final_placement.png
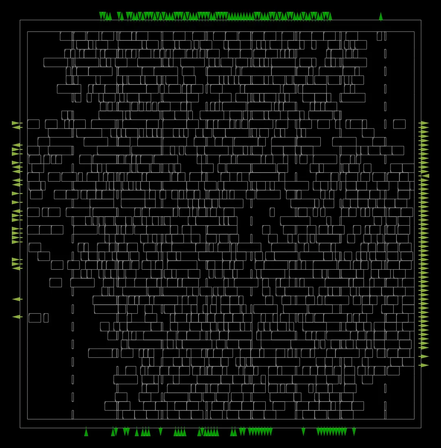
drive_strength.png
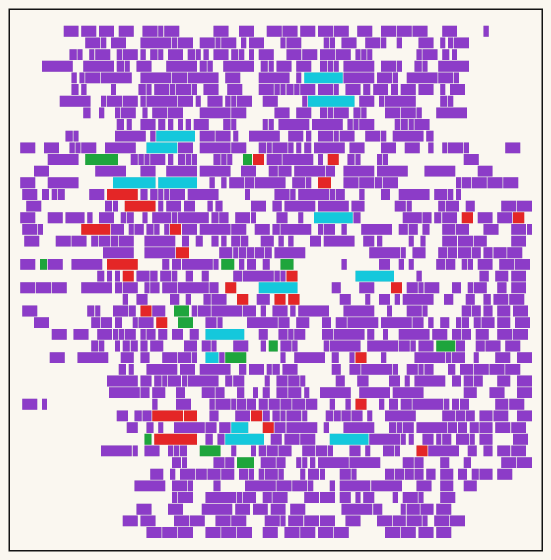
port_nets.png
The bar under the picture is 20 um long.
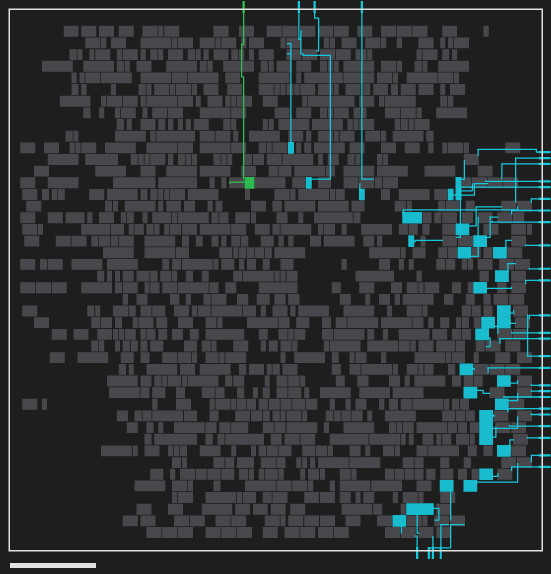
cell_classes.png
Fill, decap, tap and diode cells in grey.
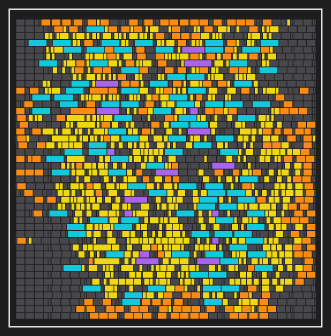
metal_stack.png
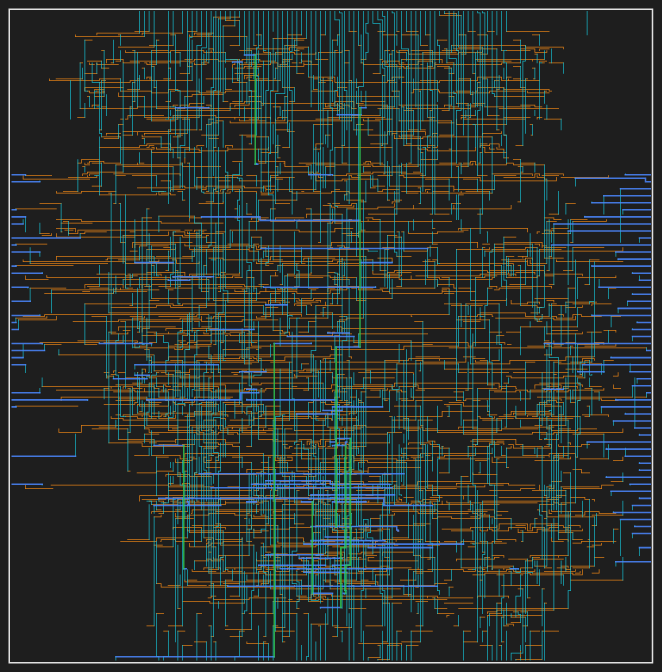
### config.mk
export PLATFORM = sky130hd
export DESIGN_NAME = fetch_unit
export DESIGN_NICKNAME = d
export VERILOG_FILES = /design/src/rtl/fetch_unit.sv
export SDC_FILE = /design/constraint.sdc
export NUM_CORES = 1
export LEC_CHECK = 0
export CAP_MARGIN = 40
export CORE_AREA = 2 2 122 124
export DETAILED_ROUTE_END_ITERATION = 12
export DIE_AREA = 0 0 124 126
export PLACE_DENSITY = 0.77
export SLEW_MARGIN = 20
export SYNTH_ARGS = -nofsm -noshare
export SYNTH_HDL_FRONTEND = slang
export SYNTH_SLANG_ARGS = --single-unit
### constraint.sdc
create_clock -name clk -period 4.8 [get_ports clk]
set_input_delay 0.48 -clock clk [delete_from_list [all_inputs] [get_ports clk]]
set_output_delay 0.48 -clock clk [all_outputs]
set_load 0.01 [all_outputs]
### src/rtl/fetch_unit.sv
// fetch_unit: IF-stage PC sequencer. Issues word-index fetch addresses to a
// 1-cycle-latency instruction memory, pairs each returned word with its PC,
// holds the presented word across decode stalls and handles redirects.
module fetch_unit #(
    parameter logic [31:0] RESET_PC   = 32'h0000_0000,
    parameter int          IMEM_WORDS = 64
) (
    input  logic        clk,
    input  logic        rst,
    input  logic        stall_i,
    input  logic        redirect_i,
    input  logic [31:0] redirect_pc_i,
    output logic [31:0] imem_addr_o,
    input  logic [31:0] imem_inst_i,
    output logic [31:0] if_inst_o,
    output logic [31:0] if_pc_o,
    output logic [31:0] if_pc4_o,
    output logic        if_valid_o,
    output logic        align_err_o,
    output logic        range_err_o
);

    localparam logic [31:0] IMEM_WORDS_C = 32'(IMEM_WORDS);

    logic [31:0] pc_r, pc_n_s;
    logic [31:0] req_pc_r, req_pc_n_s;
    logic        req_vld_r, req_vld_n_s;
    logic [31:0] hold_inst_r, hold_inst_n_s;
    logic        hold_vld_r, hold_vld_n_s;
    logic        align_err_r, align_err_n_s;
    logic        range_err_r, range_err_n_s;
    logic [31:0] fpc_s;
    logic        range_hit_s;
    logic        align_hit_s;

    // Fetch address: a redirect target (forced word-aligned) overrides the sequential PC.
    always_comb begin
        if (redirect_i) begin
            fpc_s = {redirect_pc_i[31:2], 2'b00};
        end else begin
            fpc_s = pc_r;
        end
        imem_addr_o = {2'b00, fpc_s[31:2]};
        range_hit_s = ({2'b00, fpc_s[31:2]} >= IMEM_WORDS_C);
        align_hit_s = redirect_i & (redirect_pc_i[1:0] != 2'b00);
    end

    // Next-state: redirect beats stall beats sequential advance; error flags are sticky.
    always_comb begin
        pc_n_s        = pc_r;
        req_pc_n_s    = req_pc_r;
        req_vld_n_s   = req_vld_r;
        hold_inst_n_s = hold_inst_r;
        hold_vld_n_s  = hold_vld_r;
        align_err_n_s = align_err_r | align_hit_s;
        range_err_n_s = range_err_r | range_hit_s;
        if (redirect_i) begin
            pc_n_s       = fpc_s + 32'd4;
            req_pc_n_s   = fpc_s;
            req_vld_n_s  = 1'b1;
            hold_vld_n_s = 1'b0;
        end else if (stall_i) begin
            // Memory keeps re-reading pc_r during a stall, so the word on
            // imem_inst_i must be captured on the first stalled edge only.
            if (!hold_vld_r) begin
                hold_inst_n_s = imem_inst_i;
                hold_vld_n_s  = 1'b1;
            end else begin
                hold_inst_n_s = hold_inst_r;
                hold_vld_n_s  = 1'b1;
            end
        end else begin
            pc_n_s       = pc_r + 32'd4;
            req_pc_n_s   = pc_r;
            req_vld_n_s  = 1'b1;
            hold_vld_n_s = 1'b0;
        end
    end

    // State registers with synchronous reset; reset discards any held word.
    always_ff @(posedge clk) begin
        if (rst) begin
            pc_r        <= RESET_PC;
            req_pc_r    <= 32'h0000_0000;
            req_vld_r   <= 1'b0;
            hold_inst_r <= 32'h0000_0000;
            hold_vld_r  <= 1'b0;
            align_err_r <= 1'b0;
            range_err_r <= 1'b0;
        end else begin
            pc_r        <= pc_n_s;
            req_pc_r    <= req_pc_n_s;
            req_vld_r   <= req_vld_n_s;
            hold_inst_r <= hold_inst_n_s;
            hold_vld_r  <= hold_vld_n_s;
            align_err_r <= align_err_n_s;
            range_err_r <= range_err_n_s;
        end
    end

    // Presented instruction: held word during a stall, else the live memory word; zeroed in reset.
    always_comb begin
        if (rst) begin
            if_inst_o  = 32'h0000_0000;
            if_pc_o    = 32'h0000_0000;
            if_valid_o = 1'b0;
        end else begin
            if_inst_o  = hold_vld_r ? hold_inst_r : imem_inst_i;
            if_pc_o    = req_pc_r;
            if_valid_o = req_vld_r & ~redirect_i;
        end
        if_pc4_o    = if_pc_o + 32'd4;
        align_err_o = align_err_r;
        range_err_o = range_err_r;
    end

endmodule

==> results.txt <==
Implementation results are summarized by area below.

Status
The flow ran to the end, and the final reports show no timing, DRC or antenna violations.

Synthesis
The commonest cells after synthesis are nand2_1, dfxtp_1, nor2_1, mux2i_1, a21oi_1. The mapped cell area is 6320 um2. Of the post-synthesis cell area, the dominant cell type holds 0.317. The number of synthesized register bits is 100.

The mean instance size in the synthesized netlist is 7.74 um2. In the post-synthesis netlist, the cell with the most instances is nand2_1. Of the total synthesized cell area, the portion taken by AND-OR and OR-AND cells is 0.153.

The simple-gate portion of the synthesized area is 0.281.

Critical path
The slowest cell on the critical path is clkdlybuf4s50_1. The data required time reported for the critical path is 4.32 ns. The buffer and inverter count on the worst path is 4. According to the timing report, the arrival time at the worst endpoint equals 3.20 ns. The critical path crosses 11 cells after its start point. The cell repeated most along the worst path is and3_1.

Cells and area
The fraction of layout instances using a drive strength above 1 is 0.0571. Leaving out filler cells and counting taps, the final layout contains 1147. Per the layout area report, the combinational gate area comes to 3680 um2.

The sequential cell area is 2000 um2.

Clocking
No sink is reached through more buffers than the 2 on the longest clock path. The number of hold buffers added after CTS is 0. The tree is rooted in a clkbuf_16.

Global route
The first-pass GRT wire length is 29.3 mm. The global-route track usage on met2 is 0.360. The total routing resource utilization after global routing is 0.235.

Route
The wire length reported by the detailed router is 18.5 mm. Once iteration 0 of detailed routing completed, the report listed 511 DRC markers. The DRC violation total left in the routed layout is recorded as 0.

Floorplan
The die is 126 um tall.

Pwr
The net switching power figure is 655 uW. The share of total power dissipated in sequential elements is 0.420. The post-route total power is 2.22 mW. The power in sequential cells is 931 uW. The clock network power is 751 uW.

Worst hold path
The worst hold path startpoint is hold_inst_r[25]. The path class of the lowest-slack min-delay path is flop to flop. In the hold report, the worst path ends at hold_inst_r[25]. The number of instances on the worst hold path is 2.

Place
The cell area after placement is 8180 um2. The post-placement setup slack is 1.14 ns. The cell count after placement is 1130.

Final timing
Setup repair after global routing left no endpoint under its margin. The clock period could shrink to 3.68 ns. Summed over all failing endpoints, the final setup total negative slack is 0 ns. The clock skew is 0.00825 ns.
About final_placement.png:
Floorplan Core Area: 14300 um2
register share of the cell area: 0.236
share of the core filled with cells in the final layout: 0.593
Fillers: 1328

About drive_strength.png:
| colour | size | cells | share |
|---|---|---|---|
| purple | drive 1 or less | 908 | 94% |
| cyan | drive 6 and up | 14 | 1.5% |
| green | drive 2 | 13 | 1.3% |
| red | drive 3 to 4 | 28 | 2.9% |
nonclk buf count: 215
Non-Filler Cell Area, Final: 8490 um2

About port_nets.png:
| colour | port | bits | direction | edge | end cells | wire |
|---|---|---|---|---|---|---|
| green | if_valid_o | 1 | output | top | 1 | 46.0 um |
| cyan | if_pc4_o | 32 | output | 25 right, 4 bottom, 3 top | 32 | 555 um |
IO buf count: 196
I/O Pins: 199

About cell_classes.png:
| colour | class | cells | share of their area |
|---|---|---|---|
| orange | other buffers and delay cells | 215 | 26% |
| purple | clock drivers and dummy loads | 16 | 3.7% |
| cyan | flip-flops | 100 | 24% |
| yellow | all other logic | 632 | 46% |

About metal_stack.png:
| colour | layer | wire length |
|---|---|---|
| cyan | met2 | 8420 um |
| orange | met1 | 8620 um |
| green | met4 | 267 um |
| blue | met3 | 1200 um |

[registers in the layout, indices dropped and copies added, names as in the netlist]
name	count
hold_inst_r	32
pc_r	32
req_pc_r	32
align_err_o	1
hold_vld_r	1
range_err_o	1
req_vld_r	1
[cell usage in the layout (no fill, tap or decap), types with 19 or more instances in the layout]
cell / Yosys / final
inv_1: 38 / 38
nand3_1: 30 / 30
a211oi_1: 28 / 28
xnor2_1: 19 / 19
clkdlybuf4s50_1: 0 / 194
a21oi_1: 47 / 47
nand4_1: 22 / 22
nand2_1: 122 / 122
mux2i_1: 54 / 54
dfxtp_1: 100 / 99
nor2_1: 83 / 82
nor2b_1: 30 / 30
[worst min-delay path, stage by stage, from the launching register on]
cell and delay, ns:
dfxtp_1 0.31, nand2_1 0.05, a21oi_1 0.05
Power is estimated from default activity; no workload was simulated.
